--- config.mk ---
export PLATFORM = sky130hd
export DESIGN_NAME = mem_arbiter_flat
export DESIGN_NICKNAME = d
export VERILOG_FILES = /design/src/rtl/mem_arbiter_if.sv /design/src/rtl/mem_arbiter.sv /design/src/flat_wrapper.sv
export SDC_FILE = /design/constraint.sdc
export NUM_CORES = 1
export LEC_CHECK = 0
export CAP_MARGIN = 30
export CORE_AREA = 5 5 106 108
export CTS_CLUSTER_DIAMETER = 50
export DETAILED_ROUTE_END_ITERATION = 16
export DIE_AREA = 0 0 111 113
export HOLD_SLACK_MARGIN = 0.08
export PLACE_DENSITY = 0.82
export SLEW_MARGIN = 20
export SYNTH_ARGS = -nofsm -noshare
export SYNTH_HDL_FRONTEND = slang
export SYNTH_SLANG_ARGS = --single-unit
--- constraint.sdc ---
create_clock -name clk -period 4.5 [get_ports clk]
set_input_delay 0.45 -clock clk [delete_from_list [all_inputs] [get_ports clk]]
set_output_delay 0.45 -clock clk [all_outputs]
set_load 0.02 [all_outputs]
--- src/rtl/mem_arbiter_if.sv ---
// mem_arbiter_if: fetch, data and memory command signals of the unified-memory arbiter
interface mem_arbiter_if;
    logic        if_req;
    logic [31:0] if_addr;
    logic        if_flush;
    logic        if_ready;
    logic [31:0] if_data;
    logic        if_stall;
    logic        dm_req;
    logic        dm_we;
    logic [31:0] dm_addr;
    logic [31:0] dm_wdata;
    logic        dm_ready;
    logic [31:0] dm_rdata;
    logic        mem_cmd_valid;
    logic        mem_we;
    logic [31:0] mem_addr;
    logic [31:0] mem_wdata;
    logic [31:0] mem_rdata;
    modport slave (
        input  if_req, if_addr, if_flush, dm_req, dm_we, dm_addr, dm_wdata, mem_rdata,
        output if_ready, if_data, if_stall, dm_ready, dm_rdata,
               mem_cmd_valid, mem_we, mem_addr, mem_wdata
    );
    modport master (
        output if_req, if_addr, if_flush, dm_req, dm_we, dm_addr, dm_wdata, mem_rdata,
        input  if_ready, if_data, if_stall, dm_ready, dm_rdata,
               mem_cmd_valid, mem_we, mem_addr, mem_wdata
    );
endinterface

--- src/rtl/mem_arbiter.sv ---
// mem_arbiter: shares one fixed-latency memory port between the IF fetch and MEM data requesters
module mem_arbiter #(
    parameter int MEM_LATENCY  = 2,
    parameter int STARVE_LIMIT = 4
) (
    input logic          clk,
    input logic          rst,
    mem_arbiter_if.slave bus
);
    localparam int LW = $clog2(MEM_LATENCY + 1);
    localparam int SW = $clog2(STARVE_LIMIT + 1);
    typedef enum logic {IDLE, WAIT} state_t;
    state_t state_q, state_d;
    logic owner_q, owner_d, squash_q, squash_d;
    logic mem_cmd_valid_q, mem_cmd_valid_d, mem_we_q, mem_we_d;
    logic [LW-1:0] lat_cnt_q, lat_cnt_d;
    logic [SW-1:0] starve_cnt_q, starve_cnt_d;
    logic [31:0] mem_addr_q, mem_addr_d, mem_wdata_q, mem_wdata_d;
    logic done, decide, if_elig, dm_elig, grant_if, grant_dm, if_ready, dm_ready;
    always_comb begin
        done     = state_q == WAIT && lat_cnt_q == '0;
        decide   = state_q == IDLE || done;
        if_elig  = bus.if_req && !(done && !owner_q);
        dm_elig  = bus.dm_req && !(done && owner_q);
        // DM has priority until the starvation count saturates, then IF takes the slot
        grant_dm = decide && dm_elig && (!if_elig || starve_cnt_q != SW'(STARVE_LIMIT));
        grant_if = decide && if_elig && !grant_dm;
        if_ready = done && !owner_q && !squash_q && !bus.if_flush;
        dm_ready = done && owner_q;
    end
    always_comb begin
        state_d         = done ? IDLE : state_q;
        owner_d         = owner_q;
        lat_cnt_d       = state_q == WAIT && !done ? lat_cnt_q - LW'(1) : lat_cnt_q;
        squash_d        = squash_q || (state_q == WAIT && !owner_q && bus.if_flush);
        starve_cnt_d    = starve_cnt_q;
        mem_cmd_valid_d = 1'b0;
        mem_we_d        = mem_we_q;
        mem_addr_d      = mem_addr_q;
        mem_wdata_d     = mem_wdata_q;
        if (grant_if || grant_dm) begin
            state_d         = WAIT;
            owner_d         = grant_dm;
            lat_cnt_d       = LW'(MEM_LATENCY);
            squash_d        = 1'b0;
            mem_cmd_valid_d = 1'b1;
            mem_we_d        = grant_dm && bus.dm_we;
            mem_addr_d      = grant_dm ? {bus.dm_addr[31:2], 2'b00} : {bus.if_addr[31:2], 2'b00};
            mem_wdata_d     = grant_dm ? bus.dm_wdata : '0;
            starve_cnt_d    = grant_if ? '0 :
                              (bus.if_req && starve_cnt_q != SW'(STARVE_LIMIT)) ? starve_cnt_q + SW'(1) :
                              starve_cnt_q;
        end
    end
    always_ff @(posedge clk or posedge rst) begin
        if (rst) begin
            state_q         <= IDLE;
            owner_q         <= 1'b0;
            squash_q        <= 1'b0;
            lat_cnt_q       <= '0;
            starve_cnt_q    <= '0;
            mem_cmd_valid_q <= 1'b0;
            mem_we_q        <= 1'b0;
            mem_addr_q      <= '0;
            mem_wdata_q     <= '0;
        end else begin
            state_q         <= state_d;
            owner_q         <= owner_d;
            squash_q        <= squash_d;
            lat_cnt_q       <= lat_cnt_d;
            starve_cnt_q    <= starve_cnt_d;
            mem_cmd_valid_q <= mem_cmd_valid_d;
            mem_we_q        <= mem_we_d;
            mem_addr_q      <= mem_addr_d;
            mem_wdata_q     <= mem_wdata_d;
        end
    end
    assign bus.if_ready      = if_ready;
    assign bus.if_data       = if_ready ? bus.mem_rdata : '0;
    assign bus.if_stall      = bus.if_req && !if_ready;
    assign bus.dm_ready      = dm_ready;
    assign bus.dm_rdata      = dm_ready && !mem_we_q ? bus.mem_rdata : '0;
    assign bus.mem_cmd_valid = mem_cmd_valid_q;
    assign bus.mem_we        = mem_we_q;
    assign bus.mem_addr      = mem_addr_q;
    assign bus.mem_wdata     = mem_wdata_q;
endmodule

--- src/flat_wrapper.sv ---
// flat-port wrapper written by rule: the top's interface ports become plain ports
module mem_arbiter_flat 
#(
    parameter int MEM_LATENCY  = 2,
    parameter int STARVE_LIMIT = 4
)
  (clk, rst, bus_if_req, bus_if_addr, bus_if_flush, bus_dm_req, bus_dm_we, bus_dm_addr, bus_dm_wdata, bus_mem_rdata, bus_if_ready, bus_if_data, bus_if_stall, bus_dm_ready, bus_dm_rdata, bus_mem_cmd_valid, bus_mem_we, bus_mem_addr, bus_mem_wdata);
  mem_arbiter_if bus_i ();
  input logic clk;
  input logic rst;
  input wire logic [$bits(bus_i.if_req)-1:0] bus_if_req;
  input wire logic [$bits(bus_i.if_addr)-1:0] bus_if_addr;
  input wire logic [$bits(bus_i.if_flush)-1:0] bus_if_flush;
  input wire logic [$bits(bus_i.dm_req)-1:0] bus_dm_req;
  input wire logic [$bits(bus_i.dm_we)-1:0] bus_dm_we;
  input wire logic [$bits(bus_i.dm_addr)-1:0] bus_dm_addr;
  input wire logic [$bits(bus_i.dm_wdata)-1:0] bus_dm_wdata;
  input wire logic [$bits(bus_i.mem_rdata)-1:0] bus_mem_rdata;
  output wire logic [$bits(bus_i.if_ready)-1:0] bus_if_ready;
  output wire logic [$bits(bus_i.if_data)-1:0] bus_if_data;
  output wire logic [$bits(bus_i.if_stall)-1:0] bus_if_stall;
  output wire logic [$bits(bus_i.dm_ready)-1:0] bus_dm_ready;
  output wire logic [$bits(bus_i.dm_rdata)-1:0] bus_dm_rdata;
  output wire logic [$bits(bus_i.mem_cmd_valid)-1:0] bus_mem_cmd_valid;
  output wire logic [$bits(bus_i.mem_we)-1:0] bus_mem_we;
  output wire logic [$bits(bus_i.mem_addr)-1:0] bus_mem_addr;
  output wire logic [$bits(bus_i.mem_wdata)-1:0] bus_mem_wdata;
  assign bus_i.if_req = bus_if_req;
  assign bus_i.if_addr = bus_if_addr;
  assign bus_i.if_flush = bus_if_flush;
  assign bus_i.dm_req = bus_dm_req;
  assign bus_i.dm_we = bus_dm_we;
  assign bus_i.dm_addr = bus_dm_addr;
  assign bus_i.dm_wdata = bus_dm_wdata;
  assign bus_i.mem_rdata = bus_mem_rdata;
  assign bus_if_ready = bus_i.if_ready;
  assign bus_if_data = bus_i.if_data;
  assign bus_if_stall = bus_i.if_stall;
  assign bus_dm_ready = bus_i.dm_ready;
  assign bus_dm_rdata = bus_i.dm_rdata;
  assign bus_mem_cmd_valid = bus_i.mem_cmd_valid;
  assign bus_mem_we = bus_i.mem_we;
  assign bus_mem_addr = bus_i.mem_addr;
  assign bus_mem_wdata = bus_i.mem_wdata;
  mem_arbiter #(.MEM_LATENCY(MEM_LATENCY), .STARVE_LIMIT(STARVE_LIMIT)) u_core (.clk(clk), .rst(rst), .bus(bus_i));
endmodule
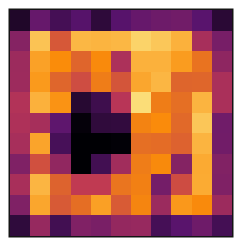
Fig. 1. Cell area per tile.
Scale: 2 px per µm. 11 x 11 tiles, from black (low) to pale yellow (high), 0 to 100% covered.
22% of the tiles are over 75% full. The mean over all tiles is 51%. 4.1% of the tiles are nearly empty. The fullest tile reaches 93%.
Layout Utilization: 0.646
total core area: 0.0101 mm²

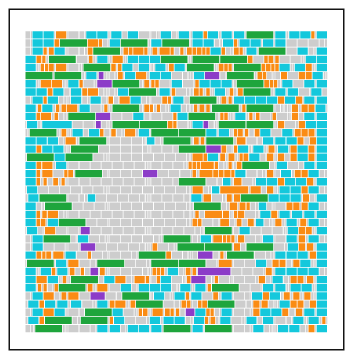
Fig. 2. Placed cells, one color a class.
Scale: 3 px per µm. Fill, decap, tap and diode cells in gray.
Purple is clock drivers and dummy loads, cells 16, share of their area 3.0%. Cyan is remaining buffers and delay cells, cells 267, share of their area 42%. Green is registers, cells 72, share of their area 28%. Orange is remaining logic cells, cells 302, share of their area 27%.

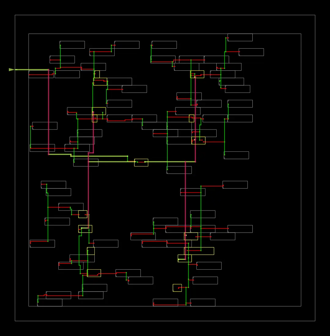
Fig. 3. Clock wiring as the flow saved it.
CTS buffer count: 9
Worst Skew: 0.00582 ns
CTS Sinks: 72
clock buffers: 9
Clk Latency, worst-skew pair: 0.35 ns

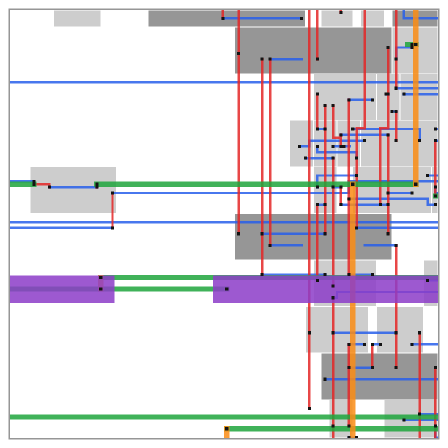
Fig. 4. Zoomed window.
Region (43, 44) to (68, 69) µm. Cells in gray, sequential cells in the stronger gray; small squares are vias.
Red is M2. Blue is M1. Purple is M5. Green is M3. Orange is M4.
Most frequent: nand2_1 (3), inv_1 (3), dfrtp_1 (3). 19 logic cells have their middle in the window. Sequential cells in the window: 3. Netlist names of flops here include u_core.starve_cnt_q (2), u_core.owner_q (1).

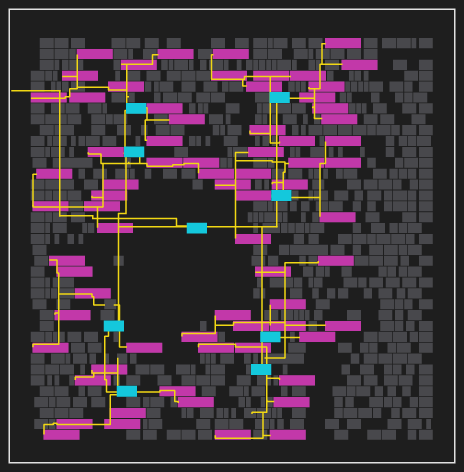
Fig. 5. Routed clock nets over the placement.
Scale: 4 px per µm.
Magenta is flip-flops, count 72. Yellow is clock wires, length 911 µm. Cyan is clock-net drivers, count 9.
There are 10 routed clock nets.
clock network power share: 0.143
clock distribution power: 507 µW

==> impl_metrics.yaml <==
# physical design summary
timing:
  max_slew_margin: 0.466
  finalSetupViolations: 0
  rsz0062_at_grt: "false"
  hold_viol: 0
  setup_ws_ns: 1.57
  drv_slew: 0
  fmax_mhz: 342
  worst_pin_slew_ns: 0.799
  finalCriticalPeriod_ns: 2.93
yosys:
  syn_inst: 402
  postSynthSeqShare: 0.495
  synth.avg_cell_area_um2: 9.06
  top_cell_area_share: 0.495
  synth_flops: 72
  synthFlopType: "dfrtp_1"
  yosys_area_mm2: 0.00364
  ys_cells: 402
  edf_count: 0
  top_area_cell: "dfrtp_1"
layout:
  syn_to_final_growth_pct: 79.8
  fill_cells: 792
  drive_gt1_frac: 0.0411
setup_path:
  crit_path_end_kind: "output port"
  cp.arrival_ns: 2.48
  cp_max_fo: 34
  worstSetupPathType: "reg2out"
  required_ns: 4.05
  r2r-start: "u_core.lat_cnt_q[0]"
detailed_routing:
  num_vias: 3744
  highest_layer: "met5"
  dr_wl_met2_um: 6650
  wire_per_inst_um: 16.7
  ant_nets: 0
  met1_length_um: 4930
  wl_met3_um: 1350
  drt_iter0_markers: 182
  vias_per_cell: 4.71
place:
  gp_congestion: 0.865
  dp_hpwl_um: 10700
  dp_slack_ns: 1.87
grt:
  grt_max_degree: 83
  grt_overflow: 0
  grt_antenna_before_repair: 7
run:
  openroad.warnings: 31
  maxCapViolCount: 0
clocking:
  post_cts_buffers: 0
  h-tree-depth: 3
  ctsRootBufferMaster: "clkbuf_8"
  cts_tree: "done"
  post_cts_resized: 0
  holdBufCountCts: 0
  clockBufferDepth: 2
die:
  dieArea_mm2: 0.0125
  ios: 267
  row_count: 37
pwr:
  p_leak_uw: 0.00284
run_status:
  outcome: "complete, no violations"
-- power by group --
part | internal (µW) | switching (µW) | leakage, µW
combinational | 916 | 1030 | 0.00184
clock | 257 | 250 | 0.0000998
sequential | 931 | 168 | 0.000904
total | 2100 | 1450 | 0.00284
-- kinds of logic (layout without fill, tap and decap cells) --
kind of cell / count (synthesis) / after routing / synth area share
simple gates: 181 / 181 / 0.240
compound gates: 74 / 74 / 0.111
xor+xnor: 1 / 1 / 0.00241
flops: 72 / 72 / 0.495
other cells: 1 / 4 / 0.00103
fa+ha+maj: 3 / 3 / 0.0103
mux: 32 / 32 / 0.0880
buf+inv: 38 / 292 / 0.0529
-- cells in the mapped netlist (3+ instances only) --
library cell / number
and2_1: 65
buf_2: 9
buf_4: 4
buf_6: 3
clkbuf_1: 12
dfrtp_1: 72
ha_1: 3
inv_1: 9
mux2i_1: 32
nand2_1: 99
nand2b_1: 3
nor2_1: 4
o21ai_0: 59
o21ai_1: 7
-- area by class of cell --
type | instances | area [µm²] | area share
clock inverter | 7 | 70.1 | 0.0107
tap | 136 | 170 | 0.0260
sequential | 72 | 1800 | 0.275
antenna | 2 | 5.00 | 0.000765
multi-input combinational | 293 | 1670 | 0.255
clock buffer | 9 | 124 | 0.0189
timing repair buffer | 267 | 2680 | 0.409
inverter | 9 | 33.8 | 0.00516
-- routing by layer --
layer	global-route usage	vias up
met2	0.373	193
met1	0.210	1699
li1	-	1809
met5	0	-
met3	0.0925	33
met4	0.0846	10
-- state kept, by name (all words and copies together), names as in the netlist --
| register | count |
|---|---|
| u_core.starve_cnt_q | 3 |
| u_core.bus.mem_cmd_valid | 1 |
| u_core.bus.mem_we | 1 |
| u_core.squash_q | 1 |
| u_core.bus.mem_wdata | 32 |
| u_core.lat_cnt_q | 2 |
| u_core.state_q | 1 |
| u_core.bus.mem_addr | 30 |
| u_core.owner_q | 1 |
-- critical path, stage by stage, from the launching register on --
cell	delay [ns]
dfrtp_1	0.36
inv_1	0.09
ha_1	0.24
nand3b_1	0.18
nor3_2	0.15
buf_4	0.30
and2_1	0.17
clkdlybuf4s50_1	0.64
-- per-stage QoR --
step | total power, µW | std cells | hold slack (ns) | utilization | cell area [µm²]
floorplan | 2160 | 403 | 0.459 | - | 3640
global placement | 3010 | 776 | 0.470 | 0.623 | 6320
detailed placement | 3070 | 776 | 0.476 | 0.623 | 6320
CTS | 3590 | 792 | 0.494 | 0.642 | 6510
global route | 3790 | 795 | 0.447 | 0.646 | 6550
finish | 3550 | 795 | 0.425 | 0.646 | 6550
-- worst paths after layout --
path	endpoint	slack, ns	depth (start not counted)
max	bus_if_data[19]	1.57	7
min	u_core.bus.mem_addr[31]	0.43	2
max reg2reg	u_core.bus.mem_addr[12]	1.87	7
min reg2reg	u_core.lat_cnt_q[1]	0.50	1
max in group asynchronous	u_core.bus.mem_wdata[2]	3.30	3
min in group clk	u_core.lat_cnt_q[1]	0.50	1
No activity file was given, so power comes from the tool's default toggle rates.
